Figure 1. Routed clock nets over the placement.
Drawn at 3 px/um.
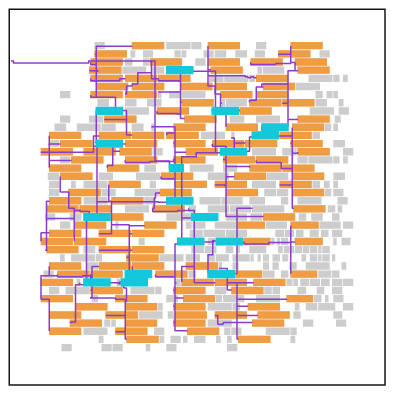
Figure 2. M3 wires.
Drawn at 2 px/um. Cells faint in the background.
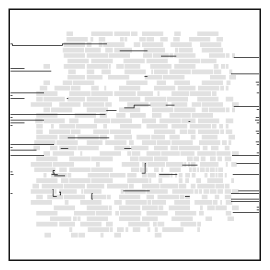
Figure 3. Wiring by layer.
Drawn at 2 px/um.
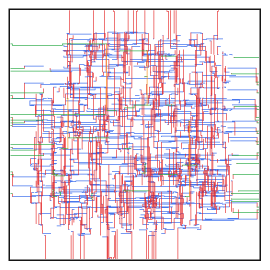
Figure 4. Sequential cells coloured by netlist name.
Drawn at 2 px/um. Other sequential cells in the stronger grey, the rest of the logic in the fainter grey.
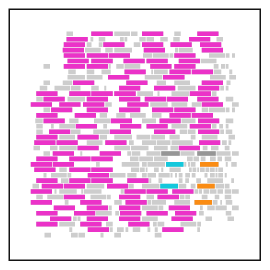
Figure 5. Congestion heat map.
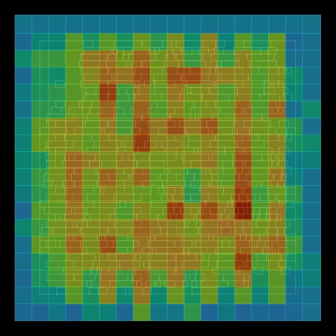
--- config.mk ---
export PLATFORM = sky130hd
export DESIGN_NAME = relay_buf_flat
export DESIGN_NICKNAME = d
export VERILOG_FILES = /design/src/rtl/relay_buf_pkg.sv /design/src/rtl/relay_buf_if.sv /design/src/rtl/relay_buf_ram.sv /design/src/rtl/relay_buf.sv /design/src/flat_wrapper.sv
export SDC_FILE = /design/constraint.sdc
export NUM_CORES = 1
export LEC_CHECK = 0
export ABC_AREA = 0
export ABC_CLOCK_PERIOD_IN_PS = 2400
export CORE_MARGIN = 10
export CORE_UTILIZATION = 49
export DETAILED_ROUTE_END_ITERATION = 7
export GPL_ROUTABILITY_DRIVEN = 0
export PLACE_DENSITY_LB_ADDON = 0.1
export SYNTH_ARGS = -nofsm -noshare
export SYNTH_HDL_FRONTEND = slang
export SYNTH_SLANG_ARGS = --single-unit
--- constraint.sdc ---
create_clock -name clk -period 2.4 [get_ports clk]
set_clock_uncertainty 0.15 [all_clocks]
set_input_delay 0.36 -clock clk [delete_from_list [all_inputs] [get_ports clk]]
set_output_delay 0.36 -clock clk [all_outputs]
set_load 0.01 [all_outputs]
--- src/rtl/relay_buf_pkg.sv ---
// relay_pkg: shared constants, types and helpers for the relay elastic buffer.
//   RELAY_WIDTH  - default data width
//   relay_data_t - signed data word at the default width
//   relay_cw()   - occupancy counter width able to hold 0..depth
package relay_pkg;

  localparam int unsigned RELAY_WIDTH = 32;

  typedef logic signed [RELAY_WIDTH-1:0] relay_data_t;

  function automatic int unsigned relay_cw(input int unsigned depth);
    return $clog2(depth + 1);
  endfunction

endpackage

--- src/rtl/relay_buf_if.sv ---
// relay_buf_if: producer/consumer handshake bundle around the relay buffer.
//   in, in_valid - upstream data and valid (driven by master)
//   delay_       - stall to upstream (driven by the buffer)
//   out, valid   - head-of-buffer data and valid (driven by the buffer)
//   _delay       - stall from downstream (driven by master)
// The master modport is the environment side; the slave modport is the buffer.
interface relay_buf_if #(
  parameter int unsigned WIDTH = relay_pkg::RELAY_WIDTH
);
  logic signed [WIDTH-1:0] in;
  logic                    in_valid;
  logic                    delay_;
  logic signed [WIDTH-1:0] out;
  logic                    valid;
  logic                    _delay;

  modport master (
    output in, in_valid, _delay,
    input  delay_, out, valid
  );

  modport slave (
    input  in, in_valid, _delay,
    output delay_, out, valid
  );
endinterface

--- src/rtl/relay_buf_ram.sv ---
// relay_ram: DEPTH x WIDTH register array storage for the relay buffer.
//   clk   - rising-edge clock
//   we    - write enable; waddr/wdata written on the rising edge
//   raddr - asynchronous read address; rdata reflects mem[raddr] immediately
// The array has no reset; contents are qualified by the buffer's occupancy.
module relay_ram #(
  parameter int unsigned WIDTH = relay_pkg::RELAY_WIDTH,
  parameter int unsigned DEPTH = 4,
  localparam int unsigned AW   = $clog2(DEPTH)
) (
  input  logic                    clk,
  input  logic                    we,
  input  logic [AW-1:0]           waddr,
  input  logic signed [WIDTH-1:0] wdata,
  input  logic [AW-1:0]           raddr,
  output logic signed [WIDTH-1:0] rdata
);

  logic signed [WIDTH-1:0] mem [DEPTH];

  always_ff @(posedge clk) begin
    if (we) begin
      mem[waddr] <= wdata;
    end
  end

  assign rdata = mem[raddr];

endmodule

--- src/rtl/relay_buf.sv ---
// relay_buf: elastic FIFO of DEPTH signed entries between pipeline stages.
//   clk    - rising-edge clock
//   reset  - asynchronous active-low reset (drops all entries)
//   enable - stage enable; when low all state is frozen and both sides stall
//   flush  - synchronous clear of all entries (needs enable), beats push/pop
//   bus    - handshake bundle (slave side): in/in_valid/delay_ upstream,
//            out/valid/_delay downstream
//   count  - current occupancy, 0..DEPTH
// DEPTH must be a power of 2 and at least 2 so the pointers wrap naturally.
module relay_buf
  import relay_pkg::*;
#(
  parameter int unsigned WIDTH = RELAY_WIDTH,
  parameter int unsigned DEPTH = 4,
  localparam int unsigned CW   = relay_cw(DEPTH)
) (
  input  logic            clk,
  input  logic            reset,
  input  logic            enable,
  input  logic            flush,
  relay_buf_if.slave      bus,
  output logic [CW-1:0]   count
);

  localparam int unsigned AW = $clog2(DEPTH);

  logic [AW-1:0] wr_ptr_q, wr_ptr_d;
  logic [AW-1:0] rd_ptr_q, rd_ptr_d;
  logic [CW-1:0] count_q,  count_d;

  logic                    empty;
  logic                    full;
  logic                    push;
  logic                    pop;
  logic                    clear;
  logic signed [WIDTH-1:0] rdata;

  assign empty = (count_q == '0);
  assign full  = (count_q == CW'(DEPTH));

  // Upstream stall depends on registered occupancy only, never on _delay,
  // so a full buffer refuses input even in a cycle where it also pops.
  assign bus.delay_ = ~enable | full;
  assign bus.valid  = enable & ~empty;
  assign bus.out    = empty ? '0 : rdata;

  assign clear = enable & flush;
  assign push  = enable & bus.in_valid & ~full;
  assign pop   = bus.valid & ~bus._delay;

  always_comb begin
    wr_ptr_d = wr_ptr_q;
    rd_ptr_d = rd_ptr_q;
    count_d  = count_q;
    if (clear) begin
      wr_ptr_d = '0;
      rd_ptr_d = '0;
      count_d  = '0;
    end else begin
      if (push) wr_ptr_d = wr_ptr_q + AW'(1);
      if (pop)  rd_ptr_d = rd_ptr_q + AW'(1);
      case ({push, pop})
        2'b10:   count_d = count_q + CW'(1);
        2'b01:   count_d = count_q - CW'(1);
        default: count_d = count_q;
      endcase
    end
  end

  always_ff @(posedge clk or negedge reset) begin
    if (!reset) begin
      wr_ptr_q <= '0;
      rd_ptr_q <= '0;
      count_q  <= '0;
    end else begin
      wr_ptr_q <= wr_ptr_d;
      rd_ptr_q <= rd_ptr_d;
      count_q  <= count_d;
    end
  end

  relay_ram #(
    .WIDTH (WIDTH),
    .DEPTH (DEPTH)
  ) u_ram (
    .clk   (clk),
    .we    (push & ~clear),
    .waddr (wr_ptr_q),
    .wdata (bus.in),
    .raddr (rd_ptr_q),
    .rdata (rdata)
  );

  assign count = count_q;

endmodule

--- src/flat_wrapper.sv ---
// flat-port wrapper written by rule: the top's interface ports become plain ports
module relay_buf_flat import relay_pkg::*;
#(
  parameter int unsigned WIDTH = RELAY_WIDTH,
  parameter int unsigned DEPTH = 4,
  localparam int unsigned CW   = relay_cw(DEPTH)
)
  (clk, reset, enable, flush, count, bus_in, bus_in_valid, bus__delay, bus_delay_, bus_out, bus_valid);
  relay_buf_if #(.WIDTH(WIDTH)) bus_i ();
  input  logic clk;
  input  logic reset;
  input  logic enable;
  input  logic flush;
  output logic [CW-1:0] count;
  input wire logic [$bits(bus_i.in)-1:0] bus_in;
  input wire logic [$bits(bus_i.in_valid)-1:0] bus_in_valid;
  input wire logic [$bits(bus_i._delay)-1:0] bus__delay;
  output wire logic [$bits(bus_i.delay_)-1:0] bus_delay_;
  output wire logic [$bits(bus_i.out)-1:0] bus_out;
  output wire logic [$bits(bus_i.valid)-1:0] bus_valid;
  assign bus_i.in = bus_in;
  assign bus_i.in_valid = bus_in_valid;
  assign bus_i._delay = bus__delay;
  assign bus_delay_ = bus_i.delay_;
  assign bus_out = bus_i.out;
  assign bus_valid = bus_i.valid;
  relay_buf #(.WIDTH(WIDTH), .DEPTH(DEPTH)) u_core (.clk(clk), .reset(reset), .enable(enable), .flush(flush), .bus(bus_i), .count(count));
endmodule
==> results.txt <==
The flow run is done. The flow ran to the end, but the final reports show violations. The final reports fail on setup timing. Final design instance area without fill landed at 7360 um2. The share of total power dissipated in the clock network is 26.4%.

Warnings raised by the tools during the run amount to 31. Effective utilization at floorplan landed at 49.8%. The post-placement cell area is 6570 um2. Die height landed at 125 um. The script reports the combined buffer and inverter count of the critical path as 4. Among all flip-flop cells after synthesis, the most frequent one is edfxtp_1.

Sum of negative setup slack landed at -3.15 ns. STA shows the worst reg2reg path with a cell count of 8. Wire length of the first global-routing pass landed at 17.3 mm. Final-report hold violation count landed at 0.

The number of antenna diodes in the final layout is 0. Ratio of final minimum period to clock period landed at 107%. Total stage count of the critical path landed at 6.

Detailed-route iteration 0 reported a violation count of 160. Post-layout net count landed at 439. Along the worst path, the maximum fanout reaches 5. The wire length recorded after detailed routing is 11.0 mm.

Maximum count of clock buffers along a single path landed at 2. The final report gives the core utilization as 68.2%. In the layout the commonest cells are edfxtp_1 (128), clkdlybuf4s50_1 (40), mux4_2 (32). TritonCTS built the clock tree. Counting the buffers created by CTS gives 17. After floorplanning, the core was divided into 38 placement rows. Post-synthesis compound-gate area fraction landed at 1.58%. The count of buffers added on input and output ports is 74. Worst-margin pin slew landed at 0.375 ns.

Combinational fraction of design power landed at 38.9%. For this run, the final setup violation count is recorded as 32. Number of global-route vias before repair landed at 3146. Internal power contribution landed at 5.89 mW. Async set or reset register ratio after synthesis landed at 5.19%. Leaving out fill and tap cells, the most frequent cell in the layout is edfxtp_1. The tree is rooted in a clkbuf_8. The synthesis report lists the most area-consuming cells as edfxtp_1 (71%), mux4_2 (13%), nor2b_1 (4.1%), dfrtp_1 (3.3%), ha_1 (1.2%). The worst path in the final design needs a cycle of 2.57 ns, including I/O delays and setup.

Fraction of synthesized area in multiplexers landed at 13.6%. Pins over their slew limit in the final report were tallied at 0. After floorplanning, the core was sized to cover 10800 um2. The first TritonRoute pass finished after 5 iterations.

Summing internal, switching and leakage power gives 8.17 mW. After layout, the worst setup slack is -0.168 ns. Ranked by instance count, the synthesized netlist is headed by edfxtp_1 (128), nor2b_1 (35), mux4_2 (32). The critical path in this run is classified as reg -> out. STA classifies the critical path endpoint as an output pin. The most critical hold endpoint after final layout shows a slack of 0.345 ns. In the CTS report, the clock slew at the register clock pins of the worst setup and hold paths is listed as 0.05 ns. Cell count after placement landed at 486.

Leaving out filler cells and counting taps, the final layout contains 544. Looking at the reg2reg group, the worst path starts from u_core.count[1]. Critical path's largest stage delay landed at 0.48 ns. At the later pin of the worst-skew pair, clock insertion delay measures 0.50 ns. Flip-flop and latch count after synthesis landed at 135. Remaining number of nets flagged by the antenna check after routing landed at 0. The power report attributes to the sequential group a share of 34.7%. Total number of yosys warnings landed at 0.

Checking hold timing, the worst path is listed with class in -> reg. Per the synthesis report, the number of distinct cell types is 31. Share of the synthesized netlist area taken by xor and xnor gates landed at 0.326%. Wire length per cell after detailed routing landed at 20.1 um.

Summed over all routing layers, the global router reports a total usage of 14.3%. Pin count of the biggest net entering global routing landed at 18. Switching power as a fraction of the total was reported as 27.9%. Number of vias per cell after detailed routing landed at 5.33.

On the critical path the largest part of the delay comes from flip-flops. For this run, design rule violations remaining after detail routing come to 0. After synthesis the cells add up to 5380 um2. The post-synth count of flops with an enable pin is 128.

The script computed a power per unit cell area of 1110 nW/um2. Required time at the endpoint of the critical path landed at 1.89 ns. Post-synthesis, Yosys gives the total cell area as 5380 um2. Headroom to the max-slew limit landed at 75.0%. Counting every instance in the synthesized netlist gives 258. Global-route congestion overflow total landed at 0. Setup slack on the worst path after placement came out at -0.0555 ns. In this run the full chip footprint comes out at 15600 um2. In this run, the synthesized area fraction spent on and/or/nand/nor cells is recorded as 6.49%. Worst setup slack for register-to-register paths landed at 0.08 ns. The detailed router placed 2897 vias in this run. Number of H-tree levels landed at 4. Fraction of the mapped netlist area in adder cells landed at 1.54%. Number of sinks on the clock net landed at 135. Looking at the reg2reg group, the worst path ends at u_core.count[2]. From left edge to right edge, the die measures 125 um.

STA classifies the critical path startpoint as a flop. Setup repair after global routing could not meet its margin everywhere. Summed over all instances, the cell type with the most area after synthesis is edfxtp_1. Traced cell by cell, the critical path runs through buf_12, buf_12, buf_6, mux4_2, nor2b_4, buf_6. Highest clock frequency the design can meet landed at 0.389 GHz. The number of antenna violations at the first check in global routing is 0.

Total nets after synthesis landed at 302. Max-cap violations in this run came to 0. The clock network power reported by the tool is 2.16 mW. Peak supply drop landed at 0.830 mV. Among the non-sequential cells, multiplexers take the most area. Filler cell count in the final layout landed at 714. The most critical setup path has its startpoint at u_core.rd_ptr_q[0]. In the power breakdown, the biggest contributor is combinational logic. Per the run report, area growth between synthesis and finish was 36.9%. Net switching power of the design landed at 2.28 mW.

Cell leakage power landed at 2.61 nW. Note, the detailed placer reported a final HPWL of 6.76 mm. Layout cell share with drive strength beyond 1 landed at 40.3%.
Back to the opening pictures, Figure 1:
[cyan] cells driving clock nets | count: 17
[orange] flip-flops | count: 135
[purple] clock wires | length: 1420 um
routed clock nets	18

Back to the opening pictures, Figure 2:
nets with wire on the layer	56
wire length on this layer	511 um

Back to the opening pictures, Figure 3:
colour	layer	wire length
blue	met1	4870 um
red	met2	5450 um
orange	met4	123 um
green	met3	511 um

Back to the opening pictures, Figure 4:
colour	signal	sequential cells
cyan	u_core.wr_ptr_q	2
orange	u_core.count	3
magenta	u_core.u_ram.mem	128

Back to the opening pictures, Figure 5:
routing usage on met3: 4.55%
most used routing layer in global routing: met2
Global Route met1 Usage: 17.7%

## kinds of logic (layout without fill, tap and decap cells)
| group | after synthesis | in the layout |
|---|---|---|
| AOI/OAI and AO/OA | 10 | 10 |
| xor gates and xnor gates | 2 | 2 |
| adders and majority gates | 6 | 6 |
| buffers and inverters | 16 | 162 |
| DFF | 135 | 135 |
| muxes | 33 | 33 |
| and+or+nand+nor | 56 | 56 |
## how the worst min path moves through the flow
stage / start / slack [ns] / to / cells after the start
detailed placement: u_core.wr_ptr_q[0] / 0.43 / u_core.wr_ptr_q[0] / 2
CTS: bus_in[9] / 0.32 / u_core.u_ram.mem[3][9] / 1
global route: bus_in[24] / 0.33 / u_core.u_ram.mem[3][24] / 1
global placement: u_core.wr_ptr_q[1] / 0.42 / u_core.wr_ptr_q[1] / 2
floorplan: reset / -0.09 / u_core.count[0] / 0
finish: bus_in[9] / 0.34 / u_core.u_ram.mem[3][9] / 1
## final cells by class
cell class                 instances  area, um2  area share (%)
clock buffer                      20        425            5.78
multi-input combinational        107       1350            18.3
inverter                           4       15.0           0.204
clock inverter                     8       61.3           0.832
tap                              140        175            2.38
timing repair buffer             130       1320            17.9
sequential                       135       4020            54.6
## sequential cells by signal (all words and copies together) (netlist names)
signal            cells
u_core.count          3
u_core.rd_ptr_q       2
u_core.u_ram.mem    128
u_core.wr_ptr_q       2
## repair_timing
action,4_1_cts,5_1_grt
endpoints found under the hold margin,7,0
cloned,2,0
buffers inserted,24,6
setup endpoints to repair,34,33
pin swaps,1,2
resized,163,24
hold buffers,1,0
## per-layer routing
layer,global-route usage [%],routed length (um)
met5,0,0
met4,4.93,123
met3,4.55,510
met2,23.1,5450
met1,17.7,4870
No activity file was given, so power comes from the tool's default toggle rates.
